**Run 1: floorplan with the power grid**

Scale: 4 px per um. Pins as bars on the die edge. Tap cells in grey.
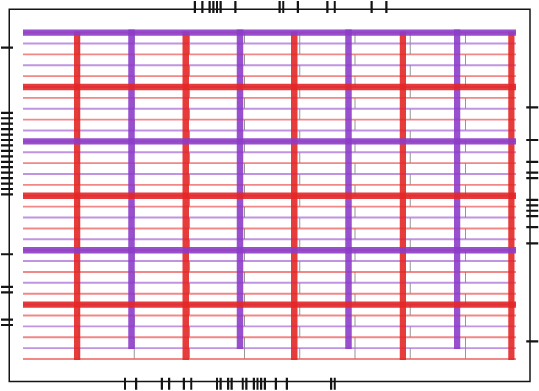
**Run 1: cell classes on the final placement**

Scale: 4 px per um. Fill, decap, tap and diode cells in grey.
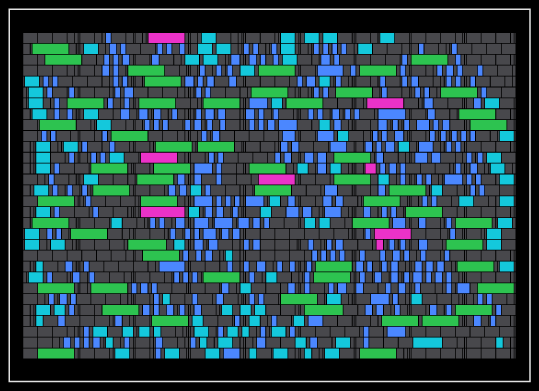
**Run 1: clock network drawn from the DEF**

Scale: 3 px per um.
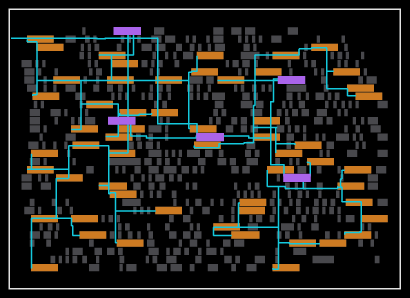
--- config.mk ---
export PLATFORM = sky130hd
export DESIGN_NAME = buffer_fifo_sequencer
export DESIGN_NICKNAME = d
export VERILOG_FILES = /design/src/rtl/buffer_fifo_sequencer.sv
export SDC_FILE = /design/constraint.sdc
export NUM_CORES = 1
export LEC_CHECK = 0
export ABC_AREA = 1
export CELL_PAD_IN_SITES_DETAIL_PLACEMENT = 1
export CELL_PAD_IN_SITES_GLOBAL_PLACEMENT = 2
export CORE_ASPECT_RATIO = 0.7
export CORE_MARGIN = 3
export CORE_UTILIZATION = 29
export CTS_CLUSTER_SIZE = 24
export DETAILED_ROUTE_END_ITERATION = 8
export PLACE_DENSITY_LB_ADDON = 0.1
export SLEW_MARGIN = 30
export SYNTH_ARGS = -nofsm -noshare
export SYNTH_HDL_FRONTEND = slang
export SYNTH_SLANG_ARGS = --single-unit
--- constraint.sdc ---
create_clock -name clk -period 2.05 [get_ports clk]
set_input_delay 0.41 -clock clk [delete_from_list [all_inputs] [get_ports clk]]
set_output_delay 0.41 -clock clk [all_outputs]
set_load 0.02 [all_outputs]
--- src/rtl/buffer_fifo_sequencer.sv ---
// Row-delay controller: configures a buffer_fifo_configurable, fills it,
// then streams pop -> internal shift -> push cycles, strobing each delayed pixel.
module buffer_fifo_sequencer #(
  parameter int unsigned DATA_WIDTH  = 8,
  parameter int unsigned UNIT_DEPTH  = 16,
  parameter int unsigned CFG_TIMEOUT = 15
) (
  input  logic                  clk,
  input  logic                  reset_n,
  input  logic                  cfg_start,
  input  logic [2:0]            cfg_units,
  input  logic                  pix_valid,
  output logic                  pix_ready,
  input  logic [DATA_WIDTH-1:0] pix_data,
  output logic                  out_valid,
  output logic [DATA_WIDTH-1:0] out_data,
  output logic [7:0]            col_count,
  output logic [7:0]            row_count,
  output logic                  busy,
  output logic                  cfg_error,
  output logic                  fifo_reset_config,
  output logic                  fifo_reset_data,
  output logic [2:0]            fifo_configuration,
  output logic                  fifo_push,
  output logic                  fifo_pop,
  output logic [DATA_WIDTH-1:0] fifo_data_in,
  input  logic [DATA_WIDTH-1:0] fifo_data_out,
  input  logic                  fifo_full,
  input  logic                  fifo_no_config
);

  localparam int unsigned MAX_ROW = 4 * UNIT_DEPTH;
  localparam int unsigned CNT_W   = $clog2(MAX_ROW + 1);
  localparam int unsigned TMO_W   = $clog2(CFG_TIMEOUT + 1);

  typedef enum logic [2:0] {
    S_IDLE, S_RST, S_CFG, S_FILL, S_STREAM, S_SHIFT, S_PUSH
  } state_t;

  state_t                r_state;
  state_t                w_next;
  logic [2:0]            r_units;
  logic [DATA_WIDTH-1:0] r_hold;
  logic [CNT_W-1:0]      r_fill_cnt;
  logic [TMO_W-1:0]      r_tmo;
  logic [7:0]            r_col;
  logic [7:0]            r_row;
  logic                  r_out_valid;
  logic [DATA_WIDTH-1:0] r_out_data;
  logic                  r_busy;
  logic                  r_err;
  logic                  r_rst_cfg;
  logic                  r_rst_data;
  logic [2:0]            r_cfg_code;

  logic                  w_units_ok;
  logic [CNT_W-1:0]      w_row_len;
  logic                  w_tmo_hit;

  assign w_units_ok = (cfg_units != 3'd0) && (cfg_units <= 3'd4);
  assign w_row_len  = CNT_W'(r_units) * CNT_W'(UNIT_DEPTH);
  assign w_tmo_hit  = (r_tmo == TMO_W'(CFG_TIMEOUT - 1));

  assign out_valid          = r_out_valid;
  assign out_data           = r_out_data;
  assign col_count          = r_col;
  assign row_count          = r_row;
  assign busy               = r_busy;
  assign cfg_error          = r_err;
  assign fifo_reset_config  = r_rst_cfg;
  assign fifo_reset_data    = r_rst_data;
  assign fifo_configuration = r_cfg_code;

  // Next-state selection; cfg_start aborts from any state.
  always_comb begin
    w_next = r_state;
    if (cfg_start) begin
      w_next = w_units_ok ? S_RST : S_IDLE;
    end else begin
      case (r_state)
        S_IDLE:   w_next = S_IDLE;
        S_RST:    w_next = S_CFG;
        S_CFG: begin
          if (!fifo_no_config)  w_next = S_FILL;
          else if (w_tmo_hit)   w_next = S_IDLE;
        end
        S_FILL:   if (fifo_full) w_next = S_STREAM;
        S_STREAM: if (pix_valid) w_next = S_SHIFT;
        S_SHIFT:  w_next = S_PUSH;
        S_PUSH:   w_next = S_STREAM;
        default:  w_next = S_IDLE;
      endcase
    end
  end

  // Handshake and FIFO strobes decoded from state and live inputs.
  always_comb begin
    pix_ready    = 1'b0;
    fifo_push    = 1'b0;
    fifo_pop     = 1'b0;
    fifo_data_in = '0;
    case (r_state)
      S_FILL: begin
        pix_ready    = !fifo_full;
        fifo_push    = pix_valid && !fifo_full;
        fifo_data_in = pix_data;
      end
      S_STREAM: begin
        pix_ready = 1'b1;
        fifo_pop  = pix_valid;
      end
      S_PUSH: begin
        fifo_push    = 1'b1;
        fifo_data_in = r_hold;
      end
      default: ;
    endcase
  end

  // State register plus all registered outputs and counters.
  always_ff @(posedge clk or negedge reset_n) begin
    if (!reset_n) begin
      r_state     <= S_IDLE;
      r_units     <= 3'd0;
      r_hold      <= '0;
      r_fill_cnt  <= '0;
      r_tmo       <= '0;
      r_col       <= 8'd0;
      r_row       <= 8'd0;
      r_out_valid <= 1'b0;
      r_out_data  <= '0;
      r_busy      <= 1'b0;
      r_err       <= 1'b0;
      r_rst_cfg   <= 1'b1;
      r_rst_data  <= 1'b1;
      r_cfg_code  <= 3'd0;
    end else begin
      r_state     <= w_next;
      r_out_valid <= 1'b0;
      r_busy      <= (w_next != S_IDLE);
      r_rst_cfg   <= (w_next == S_IDLE) || (w_next == S_RST);
      r_rst_data  <= (w_next == S_IDLE) || (w_next == S_RST);
      r_cfg_code  <= ((w_next == S_IDLE) || (w_next == S_RST)) ? 3'd0 : r_units;
      if (cfg_start) begin
        if (w_units_ok) begin
          r_units    <= cfg_units;
          r_fill_cnt <= '0;
          r_tmo      <= '0;
          r_col      <= 8'd0;
          r_row      <= 8'd0;
        end else begin
          r_err <= 1'b1;
        end
      end else begin
        case (r_state)
          S_CFG: begin
            if (fifo_no_config) begin
              if (w_tmo_hit) r_err <= 1'b1;
              else           r_tmo <= r_tmo + TMO_W'(1);
            end
          end
          S_FILL: begin
            if (fifo_full) begin
              if (r_fill_cnt != w_row_len) r_err <= 1'b1;
            end else if (pix_valid) begin
              r_fill_cnt <= r_fill_cnt + CNT_W'(1);
            end
          end
          S_STREAM: if (pix_valid) r_hold <= pix_data;
          S_SHIFT: begin
            r_out_valid <= 1'b1;
            r_out_data  <= fifo_data_out;
          end
          S_PUSH: begin
            // out_valid is high during PUSH; advance the column after the strobe.
            if (r_col == 8'(w_row_len - CNT_W'(1))) begin
              r_col <= 8'd0;
              if (r_row != 8'hFF) r_row <= r_row + 8'd1;
            end else begin
              r_col <= r_col + 8'd1;
            end
          end
          default: ;
        endcase
      end
    end
  end

endmodule
==> metrics.yaml, run 1 <==
outcome: "completed"
ant_nets: 0
critPathTopFamily: "flip-flops"
yosysWarnings: 0
warnings: 29
clock_tree_area_fraction_pct: 3.95
final_nets: 534
arrival_ps: 1500
pwr-share-seq_pct: 43.5
flop_cell: "dfrtp_1"
sh_comb_area_pct: 34.3
ys_ff: 56
rsz0062_at_grt: "false"
hold_class: "in2async"
drt_pass1_iterations: 4
switchingPower_w: 0.000938
cp.required_ps: 1640
slew_violations: 0
clkbuf_count: 5
worst_slew_pin_slew_ps: 339
slowest_delay_ps: 430
xor_area_share_pct: 1.69
chip_area_um2: 12000
numCtsBuffers: 5
hold_viol_final: 0
inverters: 52
ys_sh_aoi_pct: 8.32
## Picture notes: 'floorplan with the power grid'
colour	net
purple	VDD
red	VSS
met5 straps	6
tap cells	128

## Picture notes: 'cell classes on the final placement'
colour	class	cells	share of their area
blue	all other logic	341	41%
cyan	other buffers and delay cells	98	21%
green	flip-flops	56	34%
magenta	clock drivers and dummy loads	8	4.1%

## Picture notes: 'clock network drawn from the DEF'
[purple] cells driving clock nets | count: 5
[orange] flip-flops | count: 56
[cyan] clock wires | length: 901 um
flops lie	widely spread
routed clock nets	6
Clock power frac: 32.3%
clk pwr: 0.000997 W
clock skew: 5.62 ps
Late-Pin Clk Latency: 300 ps

==> run 1: per-stage QoR <==
step	cell area (um2)	utilization [%]	total power (W)	setup TNS, ps	hold slack [ps]
final	4240	42.2	0.00308	0	3.23
after global placement	4130	41.0	0.00210	-694	334
after global routing	4240	42.2	0.00330	0	9.36
after floorplan	3110	-	0.00173	0	114
after CTS	4300	42.7	0.00315	-44.1	7.38
after detailed placement	4130	41.0	0.00212	-968	335
==> run 1: worst paths after layout <==
kind                            cells after the start                     to  slack (ps)
worst max-delay path                                6        fifo_data_in[0]         140
worst min register to register                      2            out_data[4]         480
min in group clk                                    2            out_data[4]         480
max in group asynchronous                           2        fifo_reset_data        1500
worst max register to register                     10           row_count[4]         290
worst min-delay path                                1  fifo_configuration[0]           3
## Run 2: what changed since run 1
- CTS_CLUSTER_DIAMETER: not set -> 50
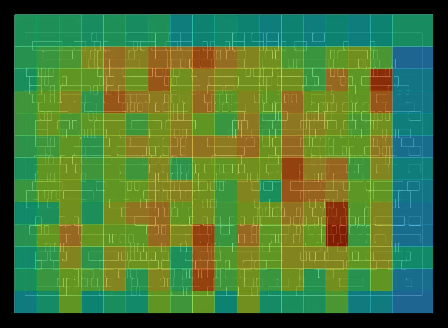
**Above:** run 2 (routing congestion map).
met3 Use GR: 4.09%
busiest grt layer: met2

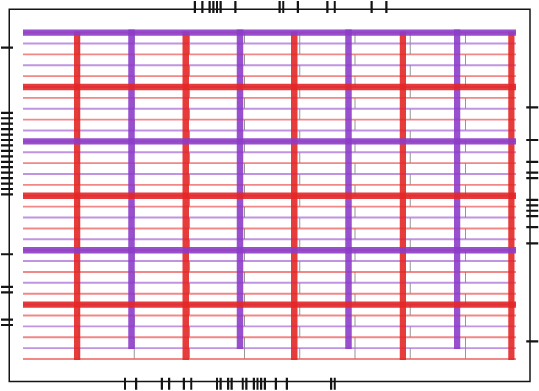
**Above:** run 2 (floorplan with the power grid).
Scale: 4 px per um. Pins as bars on the die edge. Tap cells in grey.
colour	net
purple	VDD
red	VSS
tap cells	128
rows	30
Core Region: 10100 um2
Max IR drop VDD: 311 uV
Die Y: 92.7 um
die width: 130 um

==> run 2 against run 1 <==
  * Utilization did not move
  * Sequential power about the same
  * Setup slack stayed put
  * Cell count did not move
  * Die area stayed put
  * Register-to-register slack barely moved
  * Clock power barely moved
  * Non-clock buffer count is the same
  * Fmax unchanged
  * Routed wire length stayed put
  * Clock skew unchanged
  * Critical endpoint unchanged
  * Largest cell class unchanged
==> metrics.yaml, run 2 <==
outcome: "completed"
final_nets: 534  # unchanged
worst_slew_pin_slew_ps: 339  # unchanged
switchingPower_w: 0.000938  # unchanged
placedInstanceArea_um2: 4130  # unchanged
finish.instance_area_um2: 4240  # unchanged
timing.rr.end: "row_count[4]"
rsz0062_at_grt: "false"
hold_viol_final: 0  # unchanged
slew_violations: 0  # unchanged
powerComb_w: 0.000745
drt_pass1_iterations: 4  # unchanged
critPathTopFamily: "flip-flops"
warnings: 29  # unchanged
clkPwrFrac_pct: 32.3  # about the same
rrSetupSlack_ps: 290  # about the same
timing.hold.ws_ps: 3.23  # unchanged
setup_viol: 0
p_clk_w: 0.000997  # about the same
post-route-util_pct: 42.2  # unchanged
slowest_delay_ps: 430  # about the same
skew_ps: 5.62  # unchanged
setup.worst_path.end: "fifo_data_in[0]"
hold_class: "in2async"
cp.required_ps: 1640  # about the same
ys_ff: 56  # unchanged
yosysWarnings: 0  # unchanged
total_power_w: 0.00308  # unchanged
chip_area_um2: 12000  # unchanged
pwr-share-seq_pct: 43.5  # about the same
tns_ps: 0  # unchanged
clock_latency_ps: 300  # about the same
flop_cell: "dfrtp_1"
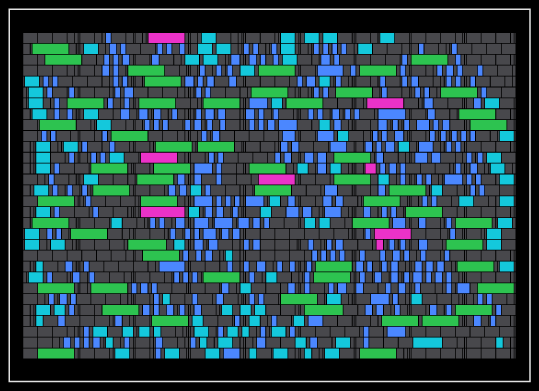
**Above:** run 2 (cell classes on the final placement).
Scale: 4 px per um. Fill, decap, tap and diode cells in grey.
colour	class	cells	share of their area
blue	all other logic	341	41%
magenta	clock drivers and dummy loads	8	4.1%
green	flip-flops	56	34%
cyan	other buffers and delay cells	98	21%

run 2: cell counts after synthesis:
Identical to the previous run, type by type.
run 2: layout make-up:
cell class,instances,area share [%]
multi-input combinational,289,34.3
timing repair buffer,98,20.2
tap,128,3.77
inverter,52,4.72
clock buffer,5,2.95
sequential,56,33.1
clock inverter,3,1.00
run 2: what timing repair did:
action                                  in CTS  in global routing
endpoints found under the setup margin      11                 11
hold buffers                                 0                  0
resized                                     26                 20
run 2: cell families after synthesis:
family | count (synthesis) | synth area share, %
xor gates and xnor gates | 6 | 1.69
adders and majority gates | 7 | 2.81
DFF | 56 | 45.1
AOI/OAI and AO/OA | 47 | 8.32
buffers and inverters | 60 | 8.24
and+or+nand+nor | 229 | 33.9
Power figures rest on the tool's default switching activity, not on a simulated workload.
